<file path="config.mk">
export PLATFORM = sky130hd
export DESIGN_NAME = seg7_display_arbiter
export DESIGN_NICKNAME = d
export VERILOG_FILES = /design/src/rtl/seg7_display_arbiter.sv
export SDC_FILE = /design/constraint.sdc
export NUM_CORES = 1
export LEC_CHECK = 0
export CORE_MARGIN = 1.5
export CORE_UTILIZATION = 57
export CTS_BUF_LIST = sky130_fd_sc_hd__clkbuf_8
export DETAILED_ROUTE_END_ITERATION = 10
export PLACE_DENSITY = 0.88
export SLEW_MARGIN = 20
export SYNTH_ARGS = -nofsm -noshare
export SYNTH_HDL_FRONTEND = slang
export SYNTH_SLANG_ARGS = --single-unit
export TNS_END_PERCENT = 20
</file>
<file path="constraint.sdc">
create_clock -name clk_sys -period 5.1 [get_ports clk_sys]
set_input_delay 0.51 -clock clk_sys [delete_from_list [all_inputs] [get_ports clk_sys]]
set_output_delay 0.51 -clock clk_sys [all_outputs]
set_load 0.005 [all_outputs]
</file>
<file path="src/rtl/seg7_display_arbiter.sv">
// Two-requester arbiter for a shared 4-digit seven-segment display.
// Round-robin grant with a preemption hold, value/dot latch, and digit refresh scan.
module seg7_display_arbiter #(
  parameter int unsigned REFRESH_DIV = 250000,
  parameter int unsigned HOLD_TICKS  = 200,
  parameter logic [15:0] IDLE_VALUE  = 16'h0000
) (
  input  logic        clk_sys,
  input  logic        rst,
  input  logic        req_a,
  input  logic        upd_a,
  input  logic [15:0] data_a,
  input  logic [3:0]  dot_a,
  output logic        gnt_a,
  input  logic        req_b,
  input  logic        upd_b,
  input  logic [15:0] data_b,
  input  logic [3:0]  dot_b,
  output logic        gnt_b,
  output logic [1:0]  owner,
  output logic [1:0]  seg_select,
  output logic [3:0]  bin,
  output logic        dot
);

  localparam int DIV_W  = (REFRESH_DIV > 1) ? $clog2(REFRESH_DIV) : 1;
  localparam int HOLD_W = (HOLD_TICKS > 0) ? $clog2(HOLD_TICKS + 1) : 1;
  localparam logic [DIV_W-1:0]  DIV_LAST  = DIV_W'(REFRESH_DIV - 1);
  localparam logic [HOLD_W-1:0] HOLD_LOAD = HOLD_W'(HOLD_TICKS);

  typedef enum logic [1:0] {
    IDLE  = 2'b00,
    OWN_A = 2'b01,
    OWN_B = 2'b10
  } state_t;

  state_t             state_reg, state_next;
  logic [DIV_W-1:0]   div_cnt_reg;
  logic [HOLD_W-1:0]  hold_cnt_reg;
  logic               rr_b_reg;      // 1: B wins the next contended grant
  logic [1:0]         ptr_reg;
  logic [15:0]        latch_value_reg;
  logic [3:0]         latch_dots_reg;
  logic               tick;
  logic               hold_done;
  logic               enter_own;
  logic               enter_idle;
  logic [3:0]         nib [4];

  // Refresh divider and digit pointer
  assign tick = (div_cnt_reg == DIV_LAST);

  always_ff @(posedge clk_sys) begin
    if (rst) begin
      div_cnt_reg <= '0;
      ptr_reg     <= 2'd0;
    end else begin
      if (tick) begin
        div_cnt_reg <= '0;
        ptr_reg     <= ptr_reg + 2'd1;
      end else begin
        div_cnt_reg <= div_cnt_reg + DIV_W'(1);
      end
    end
  end

  assign hold_done = (hold_cnt_reg == '0);

  // Ownership FSM: next state
  always_comb begin
    state_next = state_reg;
    unique case (state_reg)
      IDLE: begin
        if (req_a && req_b) begin
          state_next = rr_b_reg ? OWN_B : OWN_A;
        end else if (req_a) begin
          state_next = OWN_A;
        end else if (req_b) begin
          state_next = OWN_B;
        end
      end
      OWN_A: begin
        if (!req_a) begin
          state_next = req_b ? OWN_B : IDLE;
        end else if (req_b && hold_done) begin
          state_next = OWN_B;
        end
      end
      OWN_B: begin
        if (!req_b) begin
          state_next = req_a ? OWN_A : IDLE;
        end else if (req_a && hold_done) begin
          state_next = OWN_A;
        end
      end
      default: state_next = IDLE;
    endcase
  end

  assign enter_own  = (state_next != IDLE) && (state_next != state_reg);
  assign enter_idle = (state_next == IDLE) && (state_reg != IDLE);

  always_ff @(posedge clk_sys) begin
    if (rst) begin
      state_reg    <= IDLE;
      hold_cnt_reg <= '0;
      rr_b_reg     <= 1'b0;
    end else begin
      state_reg <= state_next;
      if (enter_own) begin
        hold_cnt_reg <= HOLD_LOAD;
        rr_b_reg     <= (state_next == OWN_A);
      end else if (tick && !hold_done) begin
        hold_cnt_reg <= hold_cnt_reg - HOLD_W'(1);
      end
    end
  end

  assign gnt_a = (state_reg == OWN_A);
  assign gnt_b = (state_reg == OWN_B);
  assign owner = state_reg;

  // Going idle blanks the display even if the departing owner strobed in that cycle.
  always_ff @(posedge clk_sys) begin
    if (rst) begin
      latch_value_reg <= IDLE_VALUE;
      latch_dots_reg  <= 4'b0000;
    end else if (enter_idle) begin
      latch_value_reg <= IDLE_VALUE;
      latch_dots_reg  <= 4'b0000;
    end else if (upd_a && gnt_a) begin
      latch_value_reg <= data_a;
      latch_dots_reg  <= dot_a;
    end else if (upd_b && gnt_b) begin
      latch_value_reg <= data_b;
      latch_dots_reg  <= dot_b;
    end
  end

  genvar gi;
  generate
    for (gi = 0; gi < 4; gi++) begin : g_nib
      assign nib[gi] = latch_value_reg[4*gi +: 4];
    end
  endgenerate

  // Registered decoder feed; select, nibble and dot always move together
  always_ff @(posedge clk_sys) begin
    if (rst) begin
      seg_select <= 2'd0;
      bin        <= 4'd0;
      dot        <= 1'b0;
    end else begin
      seg_select <= ptr_reg;
      bin        <= nib[ptr_reg];
      dot        <= latch_dots_reg[ptr_reg];
    end
  end

endmodule
</file>
**Metal 1**

Scale bar: 20 um. Cells faint in the background.
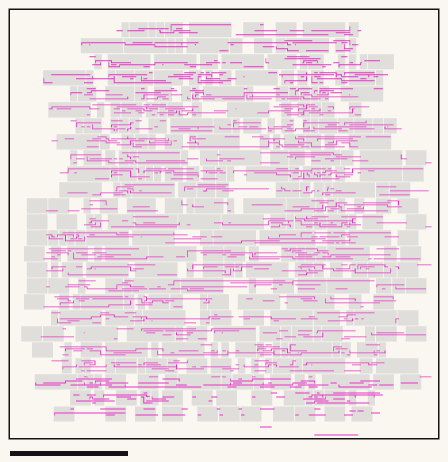
The wires run mostly horizontal. 372 nets have wire on it. The layer holds 43% of the routed length. The longest straight run is 18.9 um. The layer carries 2660 um of wire.
post-detailed-routing wire length: 6.150 mm
global routing met1 resource utilization: 0.2988
detailed-route via count: 2429

**M2 wires**

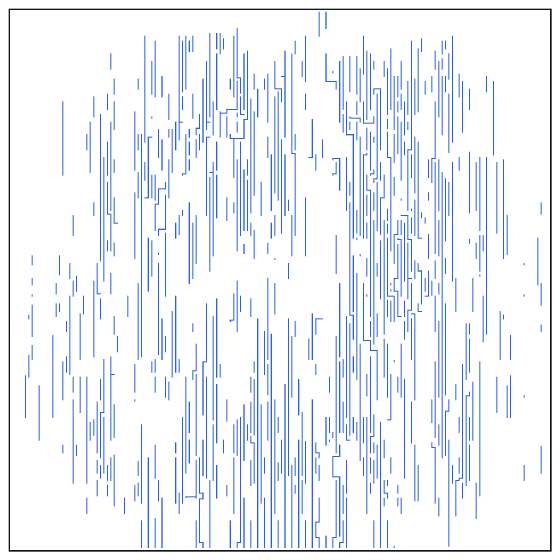
The layer holds 50% of the routed length. The longest straight run is 38.4 um. The wires run mostly vertical. 354 nets have wire on it.
global routing met2 resource utilization: 0.4281

==> metrics.csv <==
stage;metric;value;unit
run_status;run_status;completed;
pwr;pg_comb;0.156;mW
cells_and_area;num_antenna_cells;0;
final_timing;fin_crit_sh;0.4508;
synth;ys_sh_mux;0.1129;
floorplanning;die-area;5287;sq um
synth;largest_area_cell;dfxtp_1;
synth;syn-instance-count;315;
grt;first_global_vias;2295;
critical_path;critical_path.reg2reg.endpoint;latch_dots_reg[2];
cells_and_area;final_net_count;416;
final_timing;fmaxAchievable;435.0;MHz
floorplanning;top_level_ports;57;
clocking;cts.sink_count;58;
critical_path;regToRegStartpoint;hold_cnt_reg[0];
cells_and_area;stdcell_count;425;
pwr;share_seq_of_total_power;0.509;
clocking;cts_tree;yes;
critical_path;crit_end;gnt_a;
cells_and_area;layout.cell_area.non_filler;3475;sq um
synth;synth.distinct_cells;42;
placement;globalplace.congestion;0.8702;
synth;yosys.area_share.adder;0.01355;
placement;post_place_worst_slack;2637;ps
clocking;holdBufCountCts;0;
final_timing;clock_skew_after_layout;5.964;ps
synth;yosys.area_share.xor_xnor;0.06956;
synth;ys_chip_area;2770;sq um
flow_run;drv.max_cap_violation_count;0;
final_timing;fin_setup_tns;0;ps
final_timing;hold_viol;0;
floorplanning;core_area;4692;sq um
placement;io_buffer_count;56;
final_timing;finalWorstSetupSlack;2801;ps
cells_and_area;n_fill_cell;339;
critical_path;reg2regPathDepth;8;
clocking;post_cts_buffers;0;
placement;placed_area;3328;sq um
placement;placed_cells_incl_taps;410;
synth;numSynthFlops;58;
floorplanning;y_dimension_of_the_die;72.72;um
cells_and_area;final_layout_top_logic_cell;nor2_1;
pwr;pd_cells;281.4;nW/um^2
pwr;clock_net_power;0.324;mW
synth;synth.net_count;364;
final_timing;tightestPinTransition;624.3;ps
pwr;vdd_ir_drop_max;0.1769;mV
synth;share_of_async_settable_or_async_resettable_flops_after_synthesis;0;
cells_and_area;mostFrequentLayoutCells;nor2_1, dfxtp_1, clkdlybuf4s50_1;
route;detail_route.vias_per_cell;5.715;
clocking;insertion_delay;330;ps
synth;yosys.stat.seqShare;0.4192;
pwr;top_power_group;sequential cells;
clocking;cts-resized-gates;0;
hold_path;min_path_cells;1;
synth;synth_simple_gate_area_share;0.2322;
cells_and_area;fraction_of_layout_instances_using_a_drive_strength_above_1;0.05660;
synth;ys_cells;315;
critical_path;r2r_slack;2810;ps
final_timing;final_max_slew_viol_count;0;
synth;netlist.top_cell.by_instances;nor2_1;
critical_path;worst_ep_arrival_time;1790;ps
grt;grt_ovf;0;
synth;synth-compound-area-share;0.1111;
pwr;power_switching;0.2528;mW
route;drt_iter0_drc;192;
final_timing;post-route-min-period;2299;ps
synth;topCellsByArea;dfxtp_1, nor2_1, mux2i_1, a21oi_1, xor2_1;
pwr;total_leakage_power;1.455;nW
clocking;cts-root-to-sink-buffers;2;
floorplanning;floorplan.initialDensity;0.5904;
pwr;overall_power;0.9776;mW
grt;grt_max_degree;41;
critical_path;worst-setup-path-type;reg -> out;
grt;total_grt_usage;0.2486;
floorplanning;chip_width;72.72;um
synth;synth.cells.most_frequent;nor2_1, dfxtp_1, a21oi_1;
grt;grt_pass1_wl;10.12;mm
placement;hpwl;4.357;mm
pwr;comb_power_share;0.160;
critical_path;critPathRequiredTime;4590;ps
synth;avg_synthesized_cell_area;8.794;sq um
pwr;p_int;0.7248;mW
pwr;sw_share;0.2586;
route;drt_first_pass_iters;4;
route;detail-route-antenna-nets;0;
synth;synthTopLogicFamily;simple AND/OR/NAND/NOR gates;
floorplanning;row_count;25;
hold_path;whs_endpoint;div_cnt_reg[0];
clocking;clk_transition_reported_paths;60;ps
synth;syn-cell-area;2770;sq um
final_timing;timing.slew.headroom;0.5800;
hold_path;hold_path_startpoint;div_cnt_reg[0];
route;detail_route.drc_violations;0;
synth;synthFlopType;dfxtp_1;
critical_path;end_kind;primary output;
cells_and_area;largest_register_ff_count;18;
clocking;cts_htree_levels;3;
critical_path;setup.worst_path.start;owner[0];
clocking;clock-root-buffer;clkbuf_8;
grt;grt_antenna_before_repair;0;
final_timing;holdWs;453.0;ps
final_timing;rsz0062_at_grt;no;
clocking;numCtsBuffers;9;
pwr;seq_power;0.497;mW
hold_path;hold_path_class;reg -> reg;
critical_path;startpoint_type;flop;
synth;edf_count;0;
synth;yosysTopAreaCellShare;0.4192;
pwr;share_clk_of_total_power;0.331;
route;drt-wirelength-per-cell;14.47;um
synth;yosys_warnings;0;
critical_path;crit_fanout;12;
final_timing;setup_viol;0;
cells_and_area;syn2layout_area_growth;25.43;%
flow_run;warning_count;27;
cells_and_area;final_util;0.7405;
**The metal 3 layer**

Scale bar: 20 um.
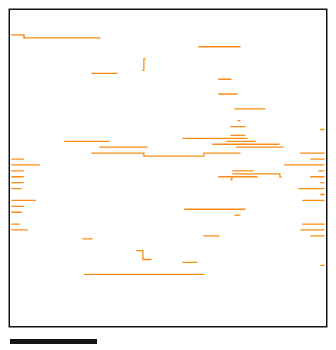
The wires run mostly horizontal. 42 nets have wire on it. The layer carries 327 um of wire. The layer holds 5.3% of the routed length.
met3 usage: 0.05249

==> final cells by class <==
cell class,instances,area (sq um),share of cell area
tap,54,67.56,0.01945
inverter,6,22.52,0.006482
sequential,58,1161,0.3342
timing repair buffer,59,583.1,0.1678
clock inverter,6,22.52,0.006482
clock buffer,9,123.9,0.03565
multi-input combinational,233,1494,0.4300
==> routing by layer <==
metal | up-vias | global-route usage | wire length, um | part of all wire
met5 | - | 0 | 0 | 0
met4 | 0 | 0.1090 | 110 | 0.018
met3 | 11 | 0.05249 | 326 | 0.053
met2 | 73 | 0.4281 | 3056 | 0.50
met1 | 1152 | 0.2988 | 2656 | 0.43
li1 | 1193 | - | - | -
==> critical path, cell delays in order, from the launching register on <==
cell	delay, ps
dfxtp_1	520
nor2b_1	380
clkdlybuf4s50_1	570
Power is estimated from default activity; no workload was simulated.
